Fig. 1: run 1, PDN straps and rails
Pins as bars on the die edge. Tap cells in grey.
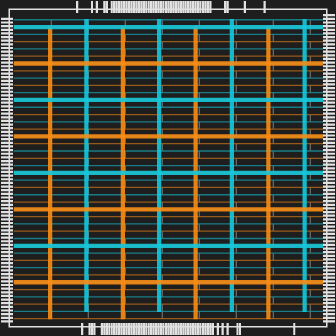
Fig. 2: run 1, cell classes on the final placement
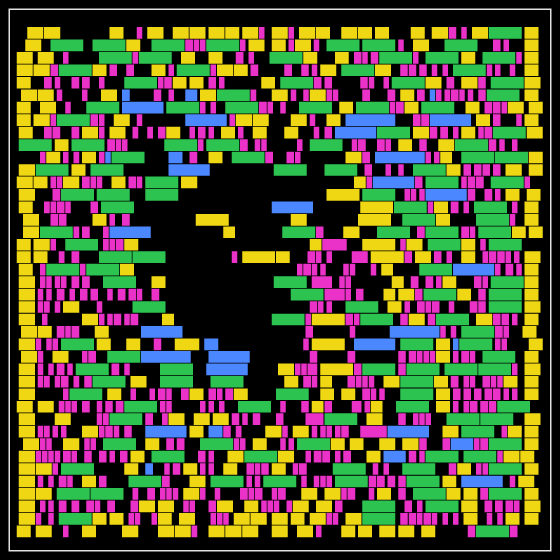
Fig. 3: run 1, clock wires, drivers and flops
Scale bar: 20 µm.
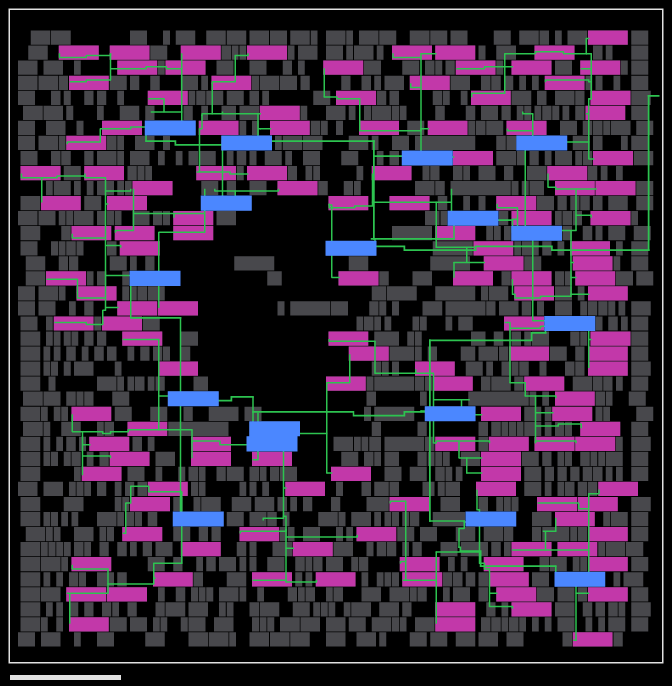
--- src/rtl/mips_mem_arbiter.sv ---
// rtl/mips_mem_arbiter.sv - instr/data port arbiter onto one Avalon-style bus (option: MIPS_MEM_ARBITER_ROUND_ROBIN_EN)
module mips_mem_arbiter #(
    parameter int ADDR_W = 32,
    parameter int DATA_W = 32
) (
    input  logic                  clk,
    input  logic                  reset,
    input  logic                  instr_req,
    input  logic [ADDR_W-1:0]     instr_addr,
    output logic                  instr_ack,
    output logic [DATA_W-1:0]     instr_rdata,
    input  logic                  data_read,
    input  logic                  data_write,
    input  logic [ADDR_W-1:0]     data_addr,
    input  logic [DATA_W-1:0]     data_wdata,
    input  logic [DATA_W/8-1:0]   data_byteenable,
    output logic                  data_ack,
    output logic [DATA_W-1:0]     data_rdata,
    output logic [ADDR_W-1:0]     mem_address,
    output logic                  mem_read,
    output logic                  mem_write,
    output logic [DATA_W-1:0]     mem_writedata,
    output logic [DATA_W/8-1:0]   mem_byteenable,
    input  logic [DATA_W-1:0]     mem_readdata,
    input  logic                  mem_waitrequest,
    output logic                  busy
);

    typedef enum logic [1:0] {IDLE, INSTR, DATA} state_t;

    state_t state;
    logic   instr_pend;
    logic   data_pend;
    logic   grant_data;

    // A requester still showing its ack has not yet had a chance to drop its request.
    assign instr_pend = instr_req & ~instr_ack;
    assign data_pend  = (data_read | data_write) & ~data_ack;

`ifdef MIPS_MEM_ARBITER_ROUND_ROBIN_EN
    // Set when data won the last grant; starts set so the first contested grant goes to instr.
    logic last_data;
    assign grant_data = data_pend & (~instr_pend | ~last_data);
`else
    assign grant_data = data_pend;
`endif

    always_ff @(posedge clk) begin
        if (reset) begin
            state          <= IDLE;
            busy           <= 1'b0;
            instr_ack      <= 1'b0;
            data_ack       <= 1'b0;
            instr_rdata    <= '0;
            data_rdata     <= '0;
            mem_address    <= '0;
            mem_read       <= 1'b0;
            mem_write      <= 1'b0;
            mem_writedata  <= '0;
            mem_byteenable <= '0;
`ifdef MIPS_MEM_ARBITER_ROUND_ROBIN_EN
            last_data      <= 1'b1;
`endif
        end else begin
            instr_ack <= 1'b0;
            data_ack  <= 1'b0;
            case (state)
                IDLE: begin
                    if (grant_data) begin
                        state          <= DATA;
                        busy           <= 1'b1;
                        mem_address    <= data_addr;
                        mem_writedata  <= data_wdata;
                        mem_byteenable <= data_byteenable;
                        // Write wins when both direction bits are set.
                        mem_write      <= data_write;
                        mem_read       <= ~data_write;
`ifdef MIPS_MEM_ARBITER_ROUND_ROBIN_EN
                        last_data      <= 1'b1;
`endif
                    end else if (instr_pend) begin
                        state          <= INSTR;
                        busy           <= 1'b1;
                        mem_address    <= instr_addr;
                        mem_byteenable <= '1;
                        mem_read       <= 1'b1;
                        mem_write      <= 1'b0;
`ifdef MIPS_MEM_ARBITER_ROUND_ROBIN_EN
                        last_data      <= 1'b0;
`endif
                    end
                end
                INSTR: begin
                    if (!mem_waitrequest) begin
                        instr_rdata <= mem_readdata;
                        instr_ack   <= 1'b1;
                        mem_read    <= 1'b0;
                        busy        <= 1'b0;
                        state       <= IDLE;
                    end
                end
                DATA: begin
                    if (!mem_waitrequest) begin
                        if (mem_read) begin
                            data_rdata <= mem_readdata;
                        end
                        data_ack  <= 1'b1;
                        mem_read  <= 1'b0;
                        mem_write <= 1'b0;
                        busy      <= 1'b0;
                        state     <= IDLE;
                    end
                end
                default: begin
                    state     <= IDLE;
                    busy      <= 1'b0;
                    mem_read  <= 1'b0;
                    mem_write <= 1'b0;
                end
            endcase
        end
    end

endmodule
--- config.mk ---
export PLATFORM = sky130hd
export DESIGN_NAME = mips_mem_arbiter
export DESIGN_NICKNAME = d
export VERILOG_FILES = /design/src/rtl/mips_mem_arbiter.sv
export SDC_FILE = /design/constraint.sdc
export NUM_CORES = 1
export LEC_CHECK = 0
export ABC_AREA = 1
export ABC_CLOCK_PERIOD_IN_PS = 1750
export CAP_MARGIN = 5
export CORE_UTILIZATION = 40
export DETAILED_ROUTE_END_ITERATION = 6
export PLACE_DENSITY = 0.79
export REMOVE_ABC_BUFFERS = 1
export SLEW_MARGIN = 20
export SYNTH_ARGS = -nofsm -noshare
export SYNTH_HDL_FRONTEND = slang
export SYNTH_SLANG_ARGS = --single-unit
--- constraint.sdc ---
create_clock -name clk -period 1.75 [get_ports clk]
set_input_delay 0.4375 -clock clk [delete_from_list [all_inputs] [get_ports clk]]
set_output_delay 0.4375 -clock clk [all_outputs]
set_load 0.03 [all_outputs]
==> changes_impl.md, run 1 <==
## Implementation

- Largest net degree at the start of global routing: between 60 and 70
- CTS Buffer Depth: 2
- Main synth FF type: sky130_fd_sc_hd__dfxtp_1
- Worst R2R Setup Slack: 210 ps
- Area Overhead vs Synth: 64.8%
- Cell-by-cell trace of the critical path: dlygate4sd2_1
- Highest-count cells in the layout ignoring fill and taps: sky130_fd_sc_hd__nor2_1, sky130_fd_sc_hd__dfxtp_1, sky130_fd_sc_hd__clkdlybuf4s50_1, sky130_fd_sc_hd__dlygate4sd2_1, sky130_fd_sc_hd__o21ai_0
- Buffer cell driving the clock tree root: sky130_fd_sc_hd__clkbuf_16
- Total Die Area: roughly 0.014 mm²
- Max_slew headroom: 74.8%
- Io pins: 275
- Count of antenna-violating nets left after detailed routing: 0
- MaxCap Viol Count: 0
- Critical path's top delay family: buffers and inverters
- Maximum frequency from static timing analysis: around 0.59 GHz
- Worst Path Max Fanout: 3
- Buffer-and-inverter tally for the worst setup path: 1
- DRC violations left: 0
- Vias after detailed routing: 5650
- Tool warnings: 27
- Critical path endpoint category: output pin
- CTS sink cnt: about 140
- Power density relative to cell area: between 1000 and 1500 mW/mm²
- Initial DRC Count: 463
- Flops after synth: 139
- Nets@finish: 1135
- Number of global-route vias before repair: roughly 5400
- Weighted congestion at the end of routability-driven global placement: between 0.8 and 0.9
- Critical setup path kind: reg -> out
- Mean area per synthesized cell: approximately 7.4 µm²
- Synth cell types: 20
- Clock transition at the register clock pins on the worst setup and hold paths after CTS: 60 ps
- Total length of routed wires: 16400 µm
- Number of antenna violations at the first check in global routing: 0
- Proportion of layout cells with a drive suffix above 1: 6.06%
- Yosys synthesis chip area: approximately 0.0054 mm²
- Hold Vio Cnt, Final: 0
- Number of setup violations in the final report: 0
- Worst hold margin: 438 ps
- Max-slew violation count: 0
- Cells in synth_stat.txt: 729
- DR pass1 iterations: 4
- Number of flops mapped to enable cells by yosys: 0
- Transition time at the pin with the least slew margin: about 380 ps
- Aggregate global-route resource usage: 24.3%
- Critical path launch point: data_ack
- Inserted Clock Buffers: 17
- Worst reg2reg endpoint: mem_address[8]
- Share of the core filled by cells before placement: 41.7%
- Most frequent logic cell in the layout: sky130_fd_sc_hd__nor2_1
- Count of placed standard cells including taps: between 1000 and 1500
- Average wire per cell in the routed design: 13.9 µm
- Wire length of the first global-routing pass: around 27000 µm
- Port-buffer cells: 274
- CP max stage cell: sky130_fd_sc_hd__dlygate4sd2_1
- Post-CTS Setup Inserts: 0
- Mapped cell area: 0.00537 mm²
- Detailed placer's ending HPWL: 11600 µm
- Status: completed
- Worst path max stage delay: 450 ps
- WHS Endpoint: data_rdata[24]
- Min Clock Period, post-route: roughly 1700 ps
- Crit Reg-Reg Startpoint: state[0]
- Worst hold stages: 2
- Min-delay worst type: reg -> reg
- Type of origin of the critical path: flop
- Share of the clock period used by the worst path after layout: around 97%
- Worst EP required: 1310 ps
- Synth warn: 0
- Number of standard cells in the layout, taps in and fillers out: 1179
- CTS H-tree lvls: 4
- Hold Crit Start: data_rdata[24]
- Vias per Instance: 4.79
- Cell count of the worst reg-to-reg path: 7
- Proportion of register bits with asynchronous set or reset after synthesis: 0%
- Static Leak: 4.15 nW
- Instance tally after logic synthesis: 729
- Unrepaired setup endpoints after global routing: no
- Diode count: 0
- TritonCTS clock tree: yes
- Sum of overflow across all layers after global routing: 0
- Arr. time, crit path: 1250 ps
- Sequential fraction of the synthesis area: 51.8%
Notes on Fig. 1 above:
colour	net
cyan	VDD
orange	VSS
rows	41
tap cells	172
signal pins	275
met5 straps	8
met4 straps	8
width of the die: 118 µm
largest vdd supply drop: 0.661 mV
CORE AREA: 0.0129 mm²
vertical die dimension: 118 µm

Notes on Fig. 2 above:
colour	class	cells	share of their area
magenta	remaining logic cells	540	27%
green	registers	139	32%
blue	clock drivers and dummy loads	32	7.3%
yellow	remaining buffers and delay cells	296	33%
post-layout util: 68.7%
Layout Cell Area excl Fill: 0.00885 mm²
number of rows in the core area: 41
sequential portion of the cell area: 31.4%

Notes on Fig. 3 above:
[blue] clock-net drivers | count: 17
[magenta] flip-flops | count: 139
[green] clock wires | length: 1640 µm
routed clock nets	18
flops lie	all over the die
power of the clock network: 0.00380 W
Clock Skew: 13.6 ps
share of power burned in the clock network: 33.3%
clock latency at the later pin of the worst-skew pair: 420 ps

run 1: stage by stage:
stage,setup slack (ps),cell area [µm²],setup TNS (ps),total power [W],utilization (%)
detailed placement,-158,8380,-5060,0.00801,65.1
CTS,8.74,8840,0,0.0115,68.6
finish,57.6,8850,0,0.0114,68.7
global route,12.5,8850,0,0.0120,68.7
global placement,-86.8,8380,-3240,0.00797,65.1
floorplan,-723,5130,-78150,0.00610,-
run 1: cell usage after synthesis, types with 4 or more instances:
library cell | number | area, µm²
sky130_fd_sc_hd__nand2_1 | 110 | 413
sky130_fd_sc_hd__nor2_1 | 169 | 634
sky130_fd_sc_hd__a21oi_1 | 74 | 370
sky130_fd_sc_hd__buf_2 | 13 | 65.1
sky130_fd_sc_hd__dfxtp_1 | 139 | 2780
sky130_fd_sc_hd__o21ai_1 | 18 | 90.1
sky130_fd_sc_hd__buf_1 | 4 | 15.0
sky130_fd_sc_hd__clkbuf_1 | 24 | 90.1
sky130_fd_sc_hd__buf_4 | 4 | 30.0
sky130_fd_sc_hd__nand3_1 | 6 | 30.0
sky130_fd_sc_hd__o21ai_0 | 115 | 576
sky130_fd_sc_hd__inv_1 | 38 | 143
run 1: worst reg2reg max path, stage by stage, from the launching register on:
cell	delay (ps)
sky130_fd_sc_hd__dfxtp_1	310
sky130_fd_sc_hd__inv_1	100
sky130_fd_sc_hd__ha_2	240
sky130_fd_sc_hd__buf_8	220
sky130_fd_sc_hd__nand2_1	130
sky130_fd_sc_hd__buf_12	180
sky130_fd_sc_hd__o21ai_0	200
sky130_fd_sc_hd__nor2_1	60
run 1: registers in the layout (all words and copies together), names as in the netlist, 2 cells and up:
register / cells
mem_address: 32
data_rdata: 32
mem_writedata: 32
instr_rdata: 32
state: 2
mem_byteenable: 4
run 1: power by group:
part           switching, W  internal [W]
Clock               0.00134       0.00246
Combinational       0.00231       0.00136
Sequential         0.000241       0.00368
run 1: layer usage:
layer  track usage, %  wire length, µm  vias to the layer above
met5                0                0                        -
met4             7.85              283                        0
met3             8.77             1380                       23
met2             41.5             8020                      229
met1             28.0             6720                     2526
li1                 -                -                     2872
run 1: area by class of cell:
class / instances / area, µm²
Fill cell: 1149 / 4030
Multi-Input combinational cell: 499 / 2200
Timing Repair Buffer: 296 / 2870
Sequential cell: 139 / 2780
Clock buffer: 22 / 464
Clock inverter: 10 / 164
Inverter: 41 / 155
Tap cell: 172 / 215
run 1: cell families (layout without fill, tap and decap cells):
kind of cell             count (synthesis)  count (layout)  synth area share (%)
AND-OR/OR-AND                          208             208                  19.6
adder cells (fa/ha/maj)                  3               3                 0.699
buffers and inverters                   91             369                  7.41
flip-flops                             139             139                  51.8
AND/OR/NAND/NOR                        288             288                  20.5
run 1: worst max path at each step:
stage	to	slack, ps	cells past startpoint
floorplan	mem_byteenable[0]	-720	7
global placement	mem_address[17]	-90	9
detailed placement	mem_address[19]	-160	7
CTS	mem_read	9	1
global route	mem_read	10	1
finish	data_ack	60	1
run 1: what timing repair did:
item,4_1_cts,5_1_grt
endpoints found under the setup margin,137,34
resized,137,4
hold buffers,0,0
pin swaps,0,0
Fig. 4: run 1, routing congestion map
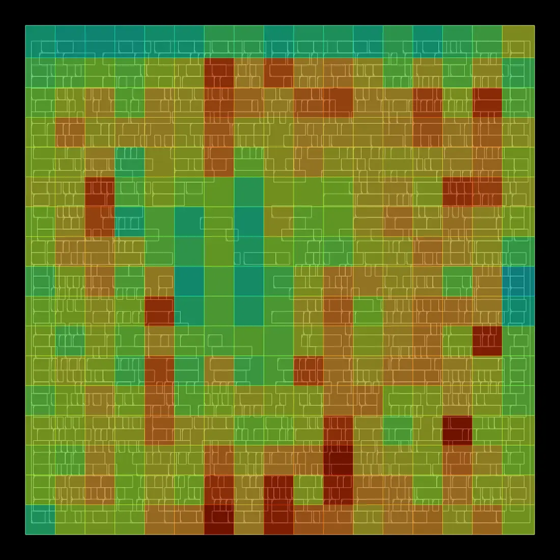

==> inputs of run 2 (changes only) <==
ABC_CLOCK_PERIOD_IN_PS = 1600   (was 1750)
CORE_MARGIN = 2   (was default)
clock period = 1.6 ns   (was 1.75 ns; I/O delays follow)
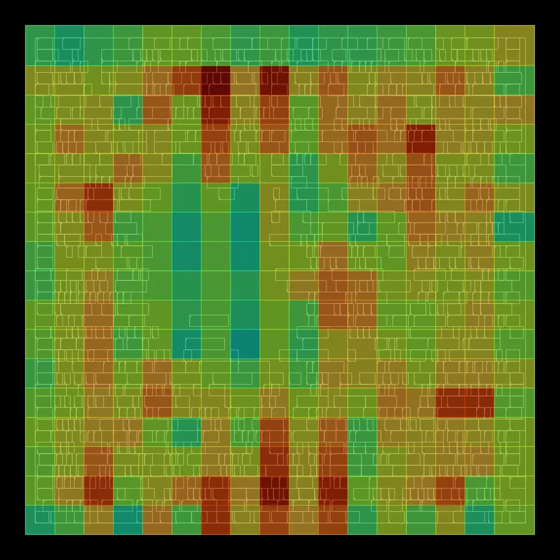
Fig. 5. Routing congestion map (run 2).
global routing usage on met1: 27.0%
post-layout util: 67.5%
grt met3 use: 7.65%

==> changes_impl.md, run 2 <==
## Implementation

- Critical Path Stages: 1
- Critical path launch point: mem_writedata[7]
- Clock latency at the later pin of the worst-skew pair: 420 ps
- Buffer-and-inverter tally for the worst setup path: 1
- Cell-by-cell trace of the critical path: dlygate4sd2_1
- Synth warn: 0
- Nets@finish: 1141
- Top cells by area: sky130_fd_sc_hd__dfxtp_1, sky130_fd_sc_hd__nor2_1, sky130_fd_sc_hd__o21ai_0
- Main synth FF type: sky130_fd_sc_hd__dfxtp_1
- Worst EP required: about 1200 ps
- Critical path endpoint category: output pin
- Switching share of power: 35.9%
- Maximum frequency from static timing analysis: between 0.6 and 0.7 GHz
- Cells in synth_stat.txt: between 700 and 800
- Clock transition at the register clock pins on the worst setup and hold paths after CTS: 60 ps
- Most frequently used cell type in the post-synthesis netlist: sky130_fd_sc_hd__nor2_1
- Vertical die dimension: 120 µm
- Share of the core filled by cells before placement: 40.7%
- Crit Reg-Reg Startpoint: state[1]
- Highest-count cells in the layout ignoring fill and taps: sky130_fd_sc_hd__nor2_1, sky130_fd_sc_hd__dfxtp_1, sky130_fd_sc_hd__clkdlybuf4s50_1, sky130_fd_sc_hd__o21ai_0, sky130_fd_sc_hd__nand2_1
- Count of antenna-violating nets left after detailed routing: 0
- Mean area per synthesized cell: 7.37 µm²
- CORE AREA: 0.0132 mm²
- Power spent charging and discharging nets: 0.00438 W
- Power density relative to cell area: between 1000 and 1500 mW/mm²
- Width of the die: 120 µm
- Number of global-route vias before repair: 5496
- Layout Cell Area excl Fill: 0.00891 mm²
- Worst path max stage delay: roughly 430 ps
- Least setup slack across all paths after layout: 28.3 ps
- Cell-internal power: 0.00784 W
- Number of rows in the core area: 42
- Port-buffer cells: 274
- Proportion of register bits with asynchronous set or reset after synthesis: 0%
- Sequential fraction of the synthesis area: 51.8%
- Weighted congestion at the end of routability-driven global placement: 0.794
- CTS Buffer Depth: 2
- Sum of overflow across all layers after global routing: 0
- Number of flops mapped to enable cells by yosys: 0
- Wire length of the first global-routing pass: 26900 µm
- Number of setup violations in the final report: 0
- Max_slew headroom: 76.3%
- Max-slew violation count: 0
- Status: completed
- Worst Path Max Fanout: 2
- Count of placed standard cells including taps: 1156
- Critical setup path kind: reg -> out
- Largest net degree at the start of global routing: 59
- Detailed placer's ending HPWL: around 12000 µm
- Cell types with the highest counts after synthesis: sky130_fd_sc_hd__nor2_1, sky130_fd_sc_hd__dfxtp_1, sky130_fd_sc_hd__o21ai_0
- Static Leak: 4.02 nW
- CTS sink cnt: between 100 and 150
- Yosys synthesis chip area: around 0.0054 mm²
- Hold Crit Start: data_rdata[4]
- Area Overhead vs Synth: 65.8%
- Largest vdd supply drop: 0.809 mV
- Cell count of the worst reg-to-reg path: 8
- Proportion of layout cells with a drive suffix above 1: 8.39%
- DRC violations left: 0
- Io pins: 275
- Clock Skew: 5.83 ps
- Combinational share of power: 34.1%
- Vias per Instance: 4.83
- Mapped cell area: ~0.0054 mm²
- Min Clock Period, post-route: 1570 ps
- Area leader, netlist: sky130_fd_sc_hd__dfxtp_1
- Instance tally after logic synthesis: 729
- Worst hold stages: 2
- Tool warnings: 27
- Arr. time, crit path: 1170 ps
- Post-CTS Setup Inserts: 0
- Placed cell area: roughly 0.0085 mm²
- Portion of total power attributed to sequential cells: 35.3%
- Synth cell types: 20
- Diode count: 0
- Unrepaired setup endpoints after global routing: no
- DR pass1 iterations: 4
- CP max stage cell: sky130_fd_sc_hd__dlygate4sd2_1
- Hold Buf Count CTS: 0
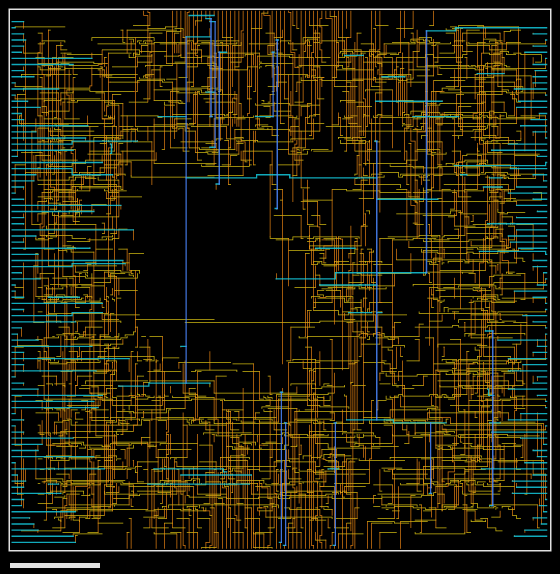
Fig. 6. Routed metal, one colour a layer (run 2).
Scale bar: 20 µm.
colour	layer	wire length
cyan	M3	1470 µm
blue	M4	465 µm
yellow	M1	6920 µm
orange	M2	8160 µm
vias after detailed routing: 5742
aggregate global-route resource usage: 23.7%
total length of routed wires: 17000 µm
average wire per cell in the routed design: 14.3 µm

[run 2: cell counts after synthesis]
Identical to the previous run, type by type.
[run 2: worst min-delay path, cell delays in order (launching register included)]
cell and delay (ps):
sky130_fd_sc_hd__dfxtp_1 300, sky130_fd_sc_hd__inv_1 40, sky130_fd_sc_hd__a21oi_1 50
[run 2: cell families after synthesis]
logic type                 Yosys count  synth area share [%]
buffers and inverters               91                  7.41
DFF                                139                  51.8
and+or+nand+nor                    288                  20.5
adders and majority gates            3                 0.699
AOI/OAI and AO/OA                  208                  19.6
[run 2: final cells by class]
type                    instances  area, µm²  area share [%]
well taps                     176        220            2.47
multi-input cells             499       2210            24.8
clock inverters                13        118            1.32
inverters                      41        155            1.74
clock buffers                  19        453            5.08
flip-flops and latches        139       2780            31.2
repair buffers                302       2970            33.3
[run 2: worst paths after layout]
kind | end | slack, ps
worst max-delay path | mem_writedata[7] | 30
worst min-delay path | data_rdata[4] | 440
worst max register to register | mem_byteenable[0] | 150
worst min register to register | data_rdata[4] | 440
[run 2: power groups by stage]
stage / combinational, W / sequential (W) / clock, W
final: 0.00416 / 0.00431 / 0.00375
after global routing: 0.00453 / 0.00438 / 0.00394
after CTS: 0.00409 / 0.00430 / 0.00382
after detailed placement: 0.00443 / 0.00439 / 0
after global placement: 0.00440 / 0.00437 / 0
after floorplan: 0.00122 / 0.00545 / 0
[run 2: timing repair]
item | CTS | global route
cloned | 0 | 1
endpoints found under the setup margin | 136 | 84
gates resized | 150 | 56
[run 2: routing by layer]
metal,global-route usage (%),part of all wire (%),up-vias
met2,40.6,48,246
met4,10.7,2.7,0
met1,27.0,41,2577
li1,-,-,2886
met3,7.65,8.6,33
met5,0,0,-
[run 2: through the flow]
step / TNS [ps] / hold WS [ps]
finish: 0 / 439
global route: 0 / 458
CTS: 0 / 440
detailed placement: -14200 / 434
global placement: -12610 / 429
floorplan: -94990 / 451
==> inputs of run 3 (changes only) <==
GPL_ROUTABILITY_DRIVEN = 0   (was default)
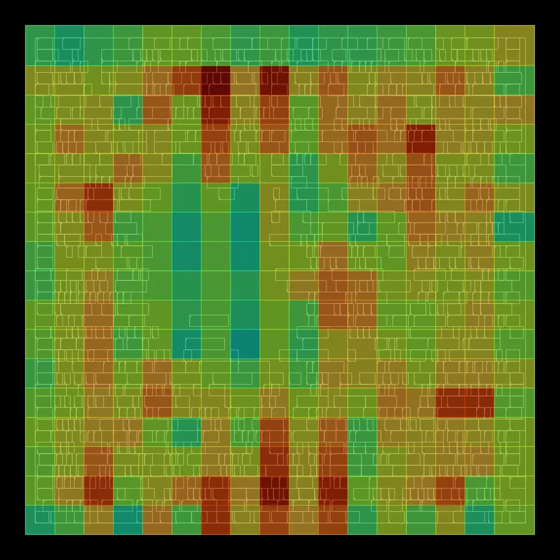
Fig. 7. Routing congestion map (run 3).
highest-utilization routing layer at the global route stage: met2
met2 usage in global routing: 40.6%

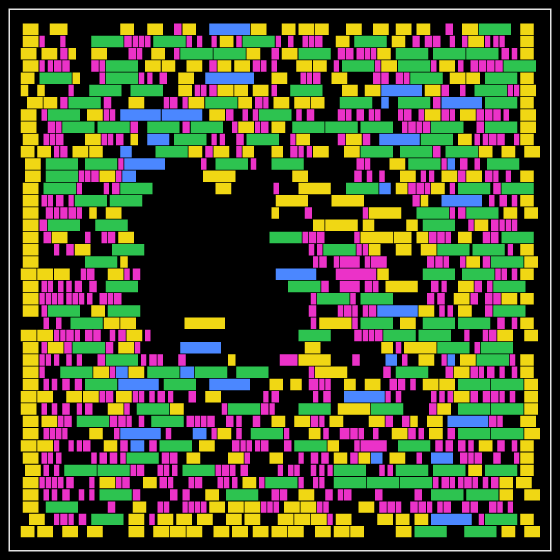
Fig. 8. Cell classes on the final placement (run 3).
colour	class	cells	share of their area
green	registers	139	32%
yellow	remaining buffers and delay cells	302	34%
blue	clock drivers and dummy loads	32	6.6%
magenta	remaining logic cells	540	27%
number of rows in the core area: 42
sequential portion of the cell area: 31.2%
Layout Cell Area excl Fill: 0.00891 mm²

==> changes_impl.md, run 3 <==
## Implementation

- Min Clock Period, post-route: 1570 ps
- Largest net degree at the start of global routing: about 59
- Buffer-and-inverter tally for the worst setup path: 1
- Width of the die: around 120 µm
- Static Leak: 4.02 nW
- Inserted Clock Buffers: 17
- Clock latency at the later pin of the worst-skew pair: between 400 and 500 ps
- Clock transition at the register clock pins on the worst setup and hold paths after CTS: 60 ps
- Average wire per cell in the routed design: 14.3 µm
- Vias after detailed routing: 5742
- Most frequent logic cell in the layout: sky130_fd_sc_hd__nor2_1
- Count of antenna-violating nets left after detailed routing: 0
- Main synth FF type: sky130_fd_sc_hd__dfxtp_1
- Total Die Area: roughly 0.014 mm²
- Sum of overflow across all layers after global routing: 0
- Synth cell types: 20
- Power density relative to cell area: 1370 mW/mm²
- Hold Buf Count CTS: 0
- Top cells by area: sky130_fd_sc_hd__dfxtp_1, sky130_fd_sc_hd__nor2_1, sky130_fd_sc_hd__o21ai_0
- CORE AREA: 0.0132 mm²
- Most frequently used cell type in the post-synthesis netlist: sky130_fd_sc_hd__nor2_1
- Highest-count cells in the layout ignoring fill and taps: sky130_fd_sc_hd__nor2_1, sky130_fd_sc_hd__dfxtp_1, sky130_fd_sc_hd__clkdlybuf4s50_1, sky130_fd_sc_hd__o21ai_0, sky130_fd_sc_hd__nand2_1
- CTS H-tree lvls: 4
- Number of setup violations in the final report: 0
- Number of standard cells in the layout, taps in and fillers out: 1189
- Clock Skew: about 5.8 ps
- Share of the clock period used by the worst path after layout: 98.2%
- Area leader, netlist: sky130_fd_sc_hd__dfxtp_1
- Worst hold margin: 439 ps
- Critical setup path kind: reg -> out
- Initial DRC Count: a little under 400
- Synth warn: 0
- Area Overhead vs Synth: 65.8%
- Area fraction of the dominant cell type after synthesis: around half
- DRC violations left: 0
- TritonCTS clock tree: yes
- Max-slew violation count: 0
- Min-delay worst type: reg -> reg
- Unrepaired setup endpoints after global routing: no
- Worst path max stage delay: 430 ps
- DR pass1 iterations: 4
- Post-CTS Setup Inserts: 0
- Share of the core filled by cells before placement: between 40% and 50%
- Mean area per synthesized cell: 7.37 µm²
- Detailed placer's ending HPWL: 11900 µm
- Cells in synth_stat.txt: around 730
- Diode count: 0
- Cell-by-cell trace of the critical path: dlygate4sd2_1
- Critical path endpoint category: output pin
- Vertical die dimension: about 120 µm
- CTS sink cnt: approximately 140
- Proportion of layout cells with a drive suffix above 1: 8.39%
- Cell types with the highest counts after synthesis: sky130_fd_sc_hd__nor2_1, sky130_fd_sc_hd__dfxtp_1, sky130_fd_sc_hd__o21ai_0
- MaxCap Viol Count: 0
- Critical path's top delay family: buffers and inverters
- Type of origin of the critical path: flop
- Status: completed
- CTS Buffer Depth: 2
- Largest vdd supply drop: 0.809 mV
- Flops after synth: 139
- Worst EP required: 1200 ps
- Nets@finish: 1141
- Port-buffer cells: around 270
- Worst Path Max Fanout: 2
- Tool warnings: 27
- Sequential fraction of the synthesis area: 51.8%
- Hold Vio Cnt, Final: 0
- CP max stage cell: sky130_fd_sc_hd__dlygate4sd2_1
- Buffer cell driving the clock tree root: sky130_fd_sc_hd__clkbuf_16
- Mapped cell area: 0.00537 mm²
- Proportion of register bits with asynchronous set or reset after synthesis: 0%
- Transition time at the pin with the least slew margin: 356 ps
- Yosys synthesis chip area: about 0.0054 mm²
- Number of global-route vias before repair: between 5000 and 6000
- Total Power Consumption: 0.0122 W
- Vias per Instance: ~4.8
- Aggregate global-route resource usage: 23.7%
- Max_slew headroom: between 70% and 80%
## run 3: cell counts after synthesis
No cell type changed its count.
## run 3: per-layer routing
metal,GRT usage (%),vias up,share of wire [%]
met1,27.0,2577,41
met5,0,-,0
li1,-,2886,-
met2,40.6,246,48
met3,7.65,33,8.6
met4,10.7,0,2.7
## run 3: power by group
group / switching, W / internal (W) / total, W
sequential: 0.000281 / 0.00403 / 0.00431
clock: 0.00153 / 0.00222 / 0.00375
combinational: 0.00257 / 0.00159 / 0.00416
total: 0.00438 / 0.00784 / 0.0122
## run 3: final timing paths
path	slack [ps]	from	depth (start not counted)	to
max reg2reg	150	state[1]	8	mem_byteenable[0]
min	440	data_rdata[4]	2	data_rdata[4]
min reg2reg	440	data_rdata[4]	2	data_rdata[4]
max	30	mem_writedata[7]	1	mem_writedata[7]
## run 3: through the flow
step	utilization (%)	cell area (µm²)	TNS [ps]	worst slack (ps)
6_report	67.5	8910	0	28.3
5_1_grt	67.5	8910	0	0.0283
4_1_cts	67.3	8880	0	1.41
3_5_place_dp	64.1	8460	-14200	-259
3_3_place_gp	64.1	8460	-12610	-222
2_1_floorplan	-	5130	-94990	-873
## run 3: area by class of cell
cell class	count	area [µm²]
sequential	139	2780
inverter	41	155
clock inverter	13	118
clock buffer	19	453
timing repair buffer	302	2970
fill	1133	4280
tap	176	220
multi-input combinational	499	2210
## run 3: logic make-up after synthesis
kind of cell / count (synthesis) / synth area share (%)
compound gates: 208 / 19.6
simple gates: 288 / 20.5
fa+ha+maj: 3 / 0.699
buf+inv: 91 / 7.41
flops: 139 / 51.8
## run 3: worst reg2reg max path, delay by kind of cell (launching register included)
family | cells | cell delay (ps)
adders and majority gates | 1 | 180
buffers and inverters | 4 | 430
AOI/OAI and AO/OA | 1 | 190
and+or+nand+nor | 2 | 220
DFF | 1 | 320
## run 3: repair_timing
action	CTS	global route
gates cloned	0	1
endpoints found under the setup margin	136	84
resized	150	56
pin swaps	0	0
Power figures rest on the tool's default switching activity, not on a simulated workload.
